### src/rtl/mem_arbiter_if.sv
// mem_arbiter_if: requester (core, DMA) and memory-side signals of mem_arbiter.
// slave is the arbiter's view; master is the view of whoever drives the
// requesters and models the memory.
interface mem_arbiter_if #(
  parameter int ADDR_W = 32,
  parameter int DATA_W = 32
);
  // core port
  logic              i_c_req;
  logic              i_c_we;
  logic [ADDR_W-1:0] i_c_addr;
  logic [DATA_W-1:0] i_c_wdata;
  logic              o_c_gnt;
  logic              o_c_done;
  logic [DATA_W-1:0] o_c_rdata;
  // DMA / loader port
  logic              i_d_req;
  logic              i_d_we;
  logic [ADDR_W-1:0] i_d_addr;
  logic [DATA_W-1:0] i_d_wdata;
  logic              o_d_gnt;
  logic              o_d_done;
  logic [DATA_W-1:0] o_d_rdata;
  // memory side
  logic              o_m_en;
  logic              o_m_we;
  logic [ADDR_W-1:0] o_m_addr;
  logic [DATA_W-1:0] o_m_wdata;
  logic [DATA_W-1:0] i_m_rdata;

  modport slave (
    input  i_c_req, i_c_we, i_c_addr, i_c_wdata,
    input  i_d_req, i_d_we, i_d_addr, i_d_wdata,
    input  i_m_rdata,
    output o_c_gnt, o_c_done, o_c_rdata,
    output o_d_gnt, o_d_done, o_d_rdata,
    output o_m_en, o_m_we, o_m_addr, o_m_wdata
  );

  modport master (
    output i_c_req, i_c_we, i_c_addr, i_c_wdata,
    output i_d_req, i_d_we, i_d_addr, i_d_wdata,
    output i_m_rdata,
    input  o_c_gnt, o_c_done, o_c_rdata,
    input  o_d_gnt, o_d_done, o_d_rdata,
    input  o_m_en, o_m_we, o_m_addr, o_m_wdata
  );
endinterface

### src/rtl/mem_arbiter.sv
// mem_arbiter: arbitrates a core port and a DMA/loader port onto one
// fixed-latency memory (LAT cycles, 1..7). IDLE -> ACCESS (LAT cycles) -> DONE.
// Optional macro MEM_ARB_RR_EN: on simultaneous requests the port that lost the
// previous grant wins. Without it, priority is fixed and the core wins.
// Port index in the packed per-port arrays: 0 = core, 1 = DMA.

// Per-port read-data holder. During the DONE cycle of a read the memory data
// is passed straight through so it is visible together with done; the same
// value is latched at the end of that cycle and held until the next read.
module mem_arb_port #(
  parameter int DATA_W = 32
) (
  input  logic              i_clk,
  input  logic              i_rstn,
  input  logic              i_cap,
  input  logic [DATA_W-1:0] i_rdata,
  output logic [DATA_W-1:0] o_rdata
);
  logic [DATA_W-1:0] rdata_q, rdata_d;

  // load on a completing read, hold otherwise
  always_comb begin
    rdata_d = rdata_q;
    if (i_cap) rdata_d = i_rdata;
  end

  // read-data register
  always_ff @(posedge i_clk or negedge i_rstn) begin
    if (!i_rstn) rdata_q <= '0;
    else         rdata_q <= rdata_d;
  end

  assign o_rdata = i_cap ? i_rdata : rdata_q;
endmodule

module mem_arbiter #(
  parameter int ADDR_W = 32,
  parameter int DATA_W = 32,
  parameter int LAT    = 2
) (
  input  logic         i_clk,
  input  logic         i_rstn,
  mem_arbiter_if.slave bus,
  output logic         o_busy
);
  localparam int         NP     = 2;
  localparam logic [2:0] LAT_M1 = 3'(LAT - 1);

  typedef enum logic [1:0] {IDLE = 2'd0, ACCESS = 2'd1, DONE = 2'd2} state_t;

  state_t            state_q, state_d;
  logic [2:0]        cnt_q, cnt_d;
  logic              win_q, win_d;
  logic              we_q, we_d;
  logic [ADDR_W-1:0] addr_q, addr_d;
  logic [DATA_W-1:0] wdata_q, wdata_d;

  logic [NP-1:0]             req, we, gnt, done, cap;
  logic [NP-1:0][ADDR_W-1:0] addr;
  logic [NP-1:0][DATA_W-1:0] wdata, rdata;
  logic                      pick, rr_pick;

  assign req   = {bus.i_d_req,   bus.i_c_req};
  assign we    = {bus.i_d_we,    bus.i_c_we};
  assign addr  = {bus.i_d_addr,  bus.i_c_addr};
  assign wdata = {bus.i_d_wdata, bus.i_c_wdata};

  // a lone requester wins; a tie goes to rr_pick
  assign pick = (req == 2'b10) ? 1'b1 : ((req == 2'b11) ? rr_pick : 1'b0);

`ifdef MEM_ARB_RR_EN
  logic ptr_q, ptr_d;

  // tie-break pointer: moves to the port that did not win, on every grant
  always_comb begin
    ptr_d = ptr_q;
    if (|gnt) ptr_d = ~pick;
  end

  // tie-break pointer register, starts on the core
  always_ff @(posedge i_clk or negedge i_rstn) begin
    if (!i_rstn) ptr_q <= 1'b0;
    else         ptr_q <= ptr_d;
  end

  assign rr_pick = ptr_q;
`else
  assign rr_pick = 1'b0;
`endif

  // next-state, grant and request capture
  always_comb begin
    state_d = state_q;
    cnt_d   = cnt_q;
    win_d   = win_q;
    we_d    = we_q;
    addr_d  = addr_q;
    wdata_d = wdata_q;
    gnt     = '0;
    case (state_q)
      IDLE: begin
        if (|req) begin
          // gnt is combinational from req, so keep it quiet while in reset
          gnt[pick] = i_rstn;
          win_d     = pick;
          we_d      = we[pick];
          addr_d    = addr[pick];
          wdata_d   = wdata[pick];
          cnt_d     = LAT_M1;
          state_d   = ACCESS;
        end
      end
      ACCESS: begin
        if (cnt_q == 3'd0) state_d = DONE;
        else               cnt_d   = cnt_q - 3'd1;
      end
      DONE: begin
        state_d = IDLE;
      end
      default: begin
        state_d = IDLE;
      end
    endcase
  end

  // state, counter and registered copy of the winning request
  always_ff @(posedge i_clk or negedge i_rstn) begin
    if (!i_rstn) begin
      state_q <= IDLE;
      cnt_q   <= 3'd0;
      win_q   <= 1'b0;
      we_q    <= 1'b0;
      addr_q  <= '0;
      wdata_q <= '0;
    end else begin
      state_q <= state_d;
      cnt_q   <= cnt_d;
      win_q   <= win_d;
      we_q    <= we_d;
      addr_q  <= addr_d;
      wdata_q <= wdata_d;
    end
  end

  assign done = (state_q == DONE) ? (win_q ? 2'b10 : 2'b01) : 2'b00;
  assign cap  = we_q ? 2'b00 : done;

  for (genvar p = 0; p < NP; p++) begin : g_port
    mem_arb_port #(.DATA_W(DATA_W)) u_port (
      .i_clk   (i_clk),
      .i_rstn  (i_rstn),
      .i_cap   (cap[p]),
      .i_rdata (bus.i_m_rdata),
      .o_rdata (rdata[p])
    );
  end

  assign bus.o_c_gnt   = gnt[0];
  assign bus.o_d_gnt   = gnt[1];
  assign bus.o_c_done  = done[0];
  assign bus.o_d_done  = done[1];
  assign bus.o_c_rdata = rdata[0];
  assign bus.o_d_rdata = rdata[1];

  assign bus.o_m_en    = (state_q == ACCESS);
  assign bus.o_m_we    = (state_q == ACCESS) && we_q;
  assign bus.o_m_addr  = addr_q;
  assign bus.o_m_wdata = wdata_q;

  assign o_busy = (state_q != IDLE);
endmodule
### src/flat_wrapper.sv
// flat-port wrapper written by rule: the top's interface ports become plain ports
module mem_arbiter_flat 
#(
  parameter int ADDR_W = 32,
  parameter int DATA_W = 32,
  parameter int LAT    = 2
)
  (i_clk, i_rstn, o_busy, bus_i_c_req, bus_i_c_we, bus_i_c_addr, bus_i_c_wdata, bus_i_d_req, bus_i_d_we, bus_i_d_addr, bus_i_d_wdata, bus_i_m_rdata, bus_o_c_gnt, bus_o_c_done, bus_o_c_rdata, bus_o_d_gnt, bus_o_d_done, bus_o_d_rdata, bus_o_m_en, bus_o_m_we, bus_o_m_addr, bus_o_m_wdata);
  mem_arbiter_if #(.ADDR_W(ADDR_W), .DATA_W(DATA_W)) bus_i ();
  input  logic i_clk;
  input  logic i_rstn;
  output logic o_busy;
  input wire logic [$bits(bus_i.i_c_req)-1:0] bus_i_c_req;
  input wire logic [$bits(bus_i.i_c_we)-1:0] bus_i_c_we;
  input wire logic [$bits(bus_i.i_c_addr)-1:0] bus_i_c_addr;
  input wire logic [$bits(bus_i.i_c_wdata)-1:0] bus_i_c_wdata;
  input wire logic [$bits(bus_i.i_d_req)-1:0] bus_i_d_req;
  input wire logic [$bits(bus_i.i_d_we)-1:0] bus_i_d_we;
  input wire logic [$bits(bus_i.i_d_addr)-1:0] bus_i_d_addr;
  input wire logic [$bits(bus_i.i_d_wdata)-1:0] bus_i_d_wdata;
  input wire logic [$bits(bus_i.i_m_rdata)-1:0] bus_i_m_rdata;
  output wire logic [$bits(bus_i.o_c_gnt)-1:0] bus_o_c_gnt;
  output wire logic [$bits(bus_i.o_c_done)-1:0] bus_o_c_done;
  output wire logic [$bits(bus_i.o_c_rdata)-1:0] bus_o_c_rdata;
  output wire logic [$bits(bus_i.o_d_gnt)-1:0] bus_o_d_gnt;
  output wire logic [$bits(bus_i.o_d_done)-1:0] bus_o_d_done;
  output wire logic [$bits(bus_i.o_d_rdata)-1:0] bus_o_d_rdata;
  output wire logic [$bits(bus_i.o_m_en)-1:0] bus_o_m_en;
  output wire logic [$bits(bus_i.o_m_we)-1:0] bus_o_m_we;
  output wire logic [$bits(bus_i.o_m_addr)-1:0] bus_o_m_addr;
  output wire logic [$bits(bus_i.o_m_wdata)-1:0] bus_o_m_wdata;
  assign bus_i.i_c_req = bus_i_c_req;
  assign bus_i.i_c_we = bus_i_c_we;
  assign bus_i.i_c_addr = bus_i_c_addr;
  assign bus_i.i_c_wdata = bus_i_c_wdata;
  assign bus_i.i_d_req = bus_i_d_req;
  assign bus_i.i_d_we = bus_i_d_we;
  assign bus_i.i_d_addr = bus_i_d_addr;
  assign bus_i.i_d_wdata = bus_i_d_wdata;
  assign bus_i.i_m_rdata = bus_i_m_rdata;
  assign bus_o_c_gnt = bus_i.o_c_gnt;
  assign bus_o_c_done = bus_i.o_c_done;
  assign bus_o_c_rdata = bus_i.o_c_rdata;
  assign bus_o_d_gnt = bus_i.o_d_gnt;
  assign bus_o_d_done = bus_i.o_d_done;
  assign bus_o_d_rdata = bus_i.o_d_rdata;
  assign bus_o_m_en = bus_i.o_m_en;
  assign bus_o_m_we = bus_i.o_m_we;
  assign bus_o_m_addr = bus_i.o_m_addr;
  assign bus_o_m_wdata = bus_i.o_m_wdata;
  mem_arbiter #(.ADDR_W(ADDR_W), .DATA_W(DATA_W), .LAT(LAT)) u_core (.i_clk(i_clk), .i_rstn(i_rstn), .bus(bus_i), .o_busy(o_busy));
endmodule
### config.mk
export PLATFORM = sky130hd
export DESIGN_NAME = mem_arbiter_flat
export DESIGN_NICKNAME = d
export VERILOG_FILES = /design/src/rtl/mem_arbiter_if.sv /design/src/rtl/mem_arbiter.sv /design/src/flat_wrapper.sv
export SDC_FILE = /design/constraint.sdc
export NUM_CORES = 1
export LEC_CHECK = 0
export CORE_MARGIN = 2
export CORE_UTILIZATION = 40
export CTS_CLUSTER_DIAMETER = 150
export DETAILED_ROUTE_END_ITERATION = 10
export PLACE_DENSITY = 0.87
export SLEW_MARGIN = 20
export SYNTH_ARGS = -nofsm -noshare
export SYNTH_HDL_FRONTEND = slang
export SYNTH_SLANG_ARGS = --single-unit
### constraint.sdc
create_clock -name i_clk -period 2.7 [get_ports i_clk]
set_clock_uncertainty 0.15 [all_clocks]
set_input_delay 0.54 -clock i_clk [delete_from_list [all_inputs] [get_ports i_clk]]
set_output_delay 0.54 -clock i_clk [all_outputs]
set_load 0.02 [all_outputs]
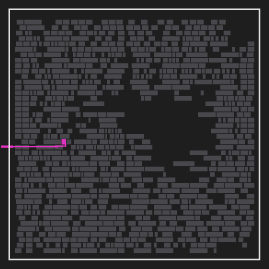
port_trees.png
Scale: 2 px per um.
legend:
  magenta:
    port: bus_o_c_gnt
    bits: 1
    direction: output
    edge: left
    end_cells: 1
    wire: 30.6 um

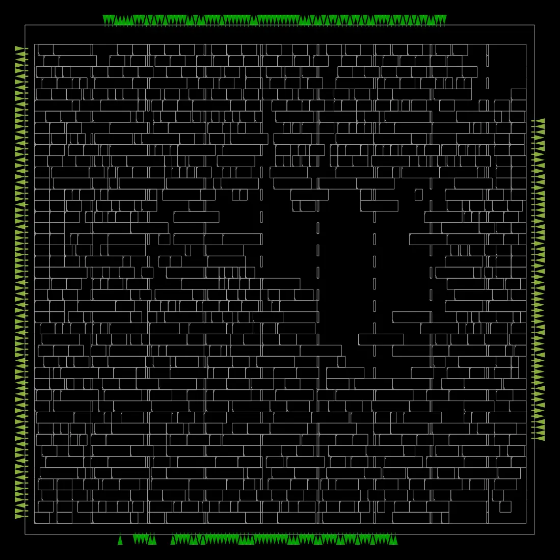
placed.png
flip-flop and latch count: 135
Final Util: 71.1%
non-filler cells, final: 972

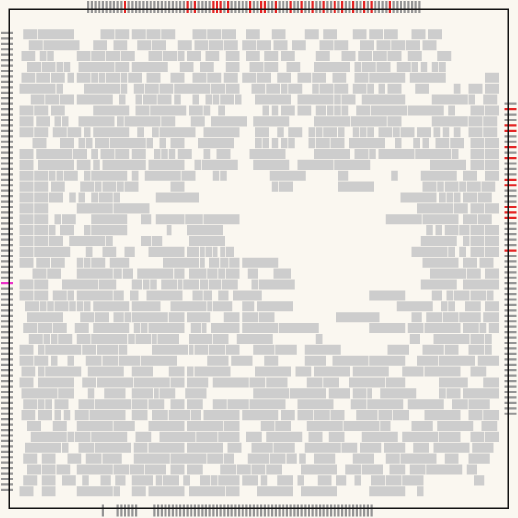
pinout.png
Scale: 4 px per um. Pins as bars across the die edge, other pins in grey.
legend:
  magenta:
    port: bus_o_c_gnt
    pins: 1
    direction: output
    edge: left
  red:
    port: bus_i_d_wdata
    pins: 32
    direction: input
    edge: 21 top, 11 right
all pins by edge: 91 top, 85 left, 67 bottom, 58 right

==> job_summary.md <==
### Metrics collected by this job

| Metric | Value |
|---|---|
| Flip-flops with a built-in enable | 0 |
| Least-Margin Pin Slew | 0.930 ns |
| Net count reported at finish | 949 |
| Synthesized registers | 135 |
| Post-synth seq share | 58.3% |
| Tot GR Track Use | 23.6% |
| Final setup violation count | 20 |
| Final WS setup | -0.0452 ns |
| Period Utilization, post-route | 102% |
| Final hold viol count | 0 |
| Max-area cell share | 58.3% |
| Post-route cell area | 9980 um^2 |
| DRT iter0 DRCs | 300 |
| CTS Sinks | 135 |
| Run status | finished, violations left |
| P per Cell Area | 1180 nW/um^2 |
| DRT Pass-1 Iters | 4 |
| First-pass GRT wire length | 28700 um |
| Sum of buffers and inverters on the critical path | 3 |
| CP Capture Type | output pin |
| Failing checks | negative setup slack |
| Max Buffers Root-to-Sink | 2 |
| Reg2Reg Depth | 7 |
| HPWL after detailed placement | 13100 um |
| Cell Rows | 43 |
| Antenna violations before repair | 0 |
| Rel. slew slack | 38.0% |
| Synthesized netlist cell count | 463 |
| Hold Buf Count CTS | 0 |
| I/O pins | 301 |
| Placed Area | 9020 um^2 |
| Vias | 5047 |
| Flop2flop setup slack | 0.49 ns |
| Syn_area_per_cell | 12.5 um^2 |
| Crit-path max cell delay | 0.37 ns |
| Area Overhead vs Synth | 72.2% |
| Tool warnings | 29 |
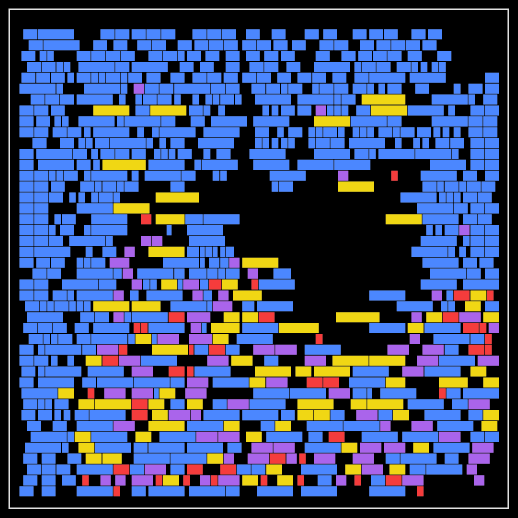
sizing.png
Scale: 4 px per um.
legend:
  yellow:
    size: x6 and larger
    cells: 76
  purple:
    size: x3 and x4
    cells: 78
  blue:
    size: x1 and smaller
    cells: 593
  red:
    size: x2
    cells: 45

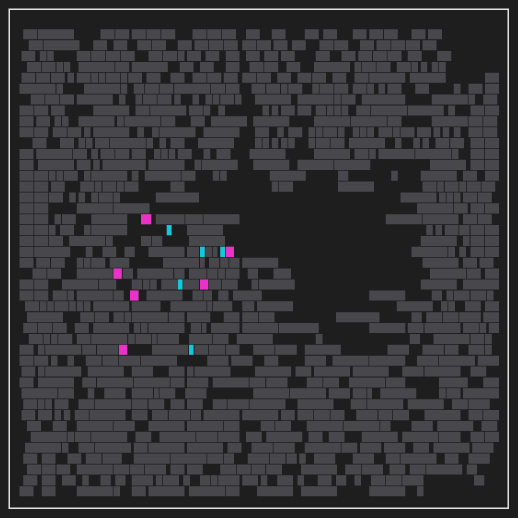
gates.png
Scale: 4 px per um.
legend:
  cyan:
    family: inv cells
    cells: 5
    most_used: inv_1
  magenta:
    family: and/or cells
    cells: 6
    most_used: and3_1
    where: left middle

-- cell type report --
type,count,area [um^2],share of cell area (%)
clock buffers,22,464,4.65
clock inverters,8,148,1.48
multi-input cells,287,2410,24.1
inverters,5,18.8,0.188
repair buffers,335,3340,33.5
flip-flops and latches,135,3380,33.8
well taps,180,225,2.26
-- stage by stage --
| stage | power, mW | setup TNS, ns |
|---|---|---|
| 2_1_floorplan | 6.20 | 0 |
| 3_3_place_gp | 8.87 | 0 |
| 3_5_place_dp | 9.08 | 0 |
| 4_1_cts | 11.3 | -1.18 |
| 5_1_grt | 12.3 | -3.20 |
| 6_report | 11.8 | -0.506 |
-- layer usage --
metal,wire length (um),track usage [%]
met2,10300,41.6
met1,7300,26.9
met3,1250,6.23
met5,0,0
met4,577,10.7
-- cell families (layout without fill, tap and decap cells) --
logic type | Yosys count | in the layout | synth area share, %
and+or+nand+nor | 20 | 20 | 2.14
adders and majority gates | 2 | 2 | 0.432
muxes | 129 | 129 | 23.7
AOI/OAI and AO/OA | 136 | 136 | 11.9
DFF | 135 | 135 | 58.3
buffers and inverters | 41 | 370 | 3.60
-- worst reg2reg max path, cell delays in order (launching register included) --
cell and delay [ns]:
dfrtp_1 0.37, buf_4 0.13, buf_4 0.14, nor2_4 0.12, buf_4 0.45, and2_2 0.27, buf_12 0.27, a21oi_1 0.16
-- cell usage after synthesis, types with 2 or more instances --
master	n
nor2b_1	2
dfrtp_1	135
nand2_1	2
mux2i_1	65
a21oi_1	133
ha_1	2
buf_4	12
nor3_2	2
and2_1	2
and3_1	3
mux2_2	60
nand2b_1	2
buf_2	8
nor2_1	2
clkbuf_1	16
mux2_1	4
inv_1	5
-- how the worst max path moves through the flow --
stage,end,slack [ns]
after CTS,bus_o_c_rdata[2],-0.11
after global routing,bus_o_c_rdata[24],-0.15
after floorplan,bus_o_d_rdata[4],0.53
after detailed placement,bus_o_c_rdata[6],0.03
final,bus_o_c_rdata[30],-0.05
after global placement,bus_o_c_rdata[24],0.05
-- sequential cells by signal (all words and copies together) (netlist names) --
name and cells:
u_core.cnt_q 3, u_core.state_q 2, u_core.we_q 1, u_core.win_q 1
u_core.bus.o_m_wdata 32, u_core.g_port.u_port.rdata_q 64, u_core.bus.o_m_addr 32
-- cells in the final DEF, fill, tap and decap left out, drive strengths merged, types with 4 or more instances in the layout --
cell	count
clkbuf	24
inv	5
dfrtp	135
buf	99
bufinv	4
mux2	64
a21oi	133
clkdlybuf4s50	231
mux2i	65
-- power by group --
| group | internal [mW] | total [mW] | switching [mW] |
|---|---|---|---|
| sequential | 2.99 | 3.45 | 0.465 |
| clock | 1.58 | 2.41 | 0.826 |
| combinational | 2.79 | 5.90 | 3.11 |
| total | 7.36 | 11.8 | 4.40 |
-- what timing repair did --
| item | 4_1_cts | 5_1_grt |
|---|---|---|
| resized | 283 | 115 |
| endpoints found under the setup margin | 65 | 64 |
| setup buffers | 9 | 9 |
| cloned | 3 | 2 |
| endpoints found under the hold margin | 0 | 0 |
| pin swaps | 0 | 1 |
Power is estimated from default activity; no workload was simulated.
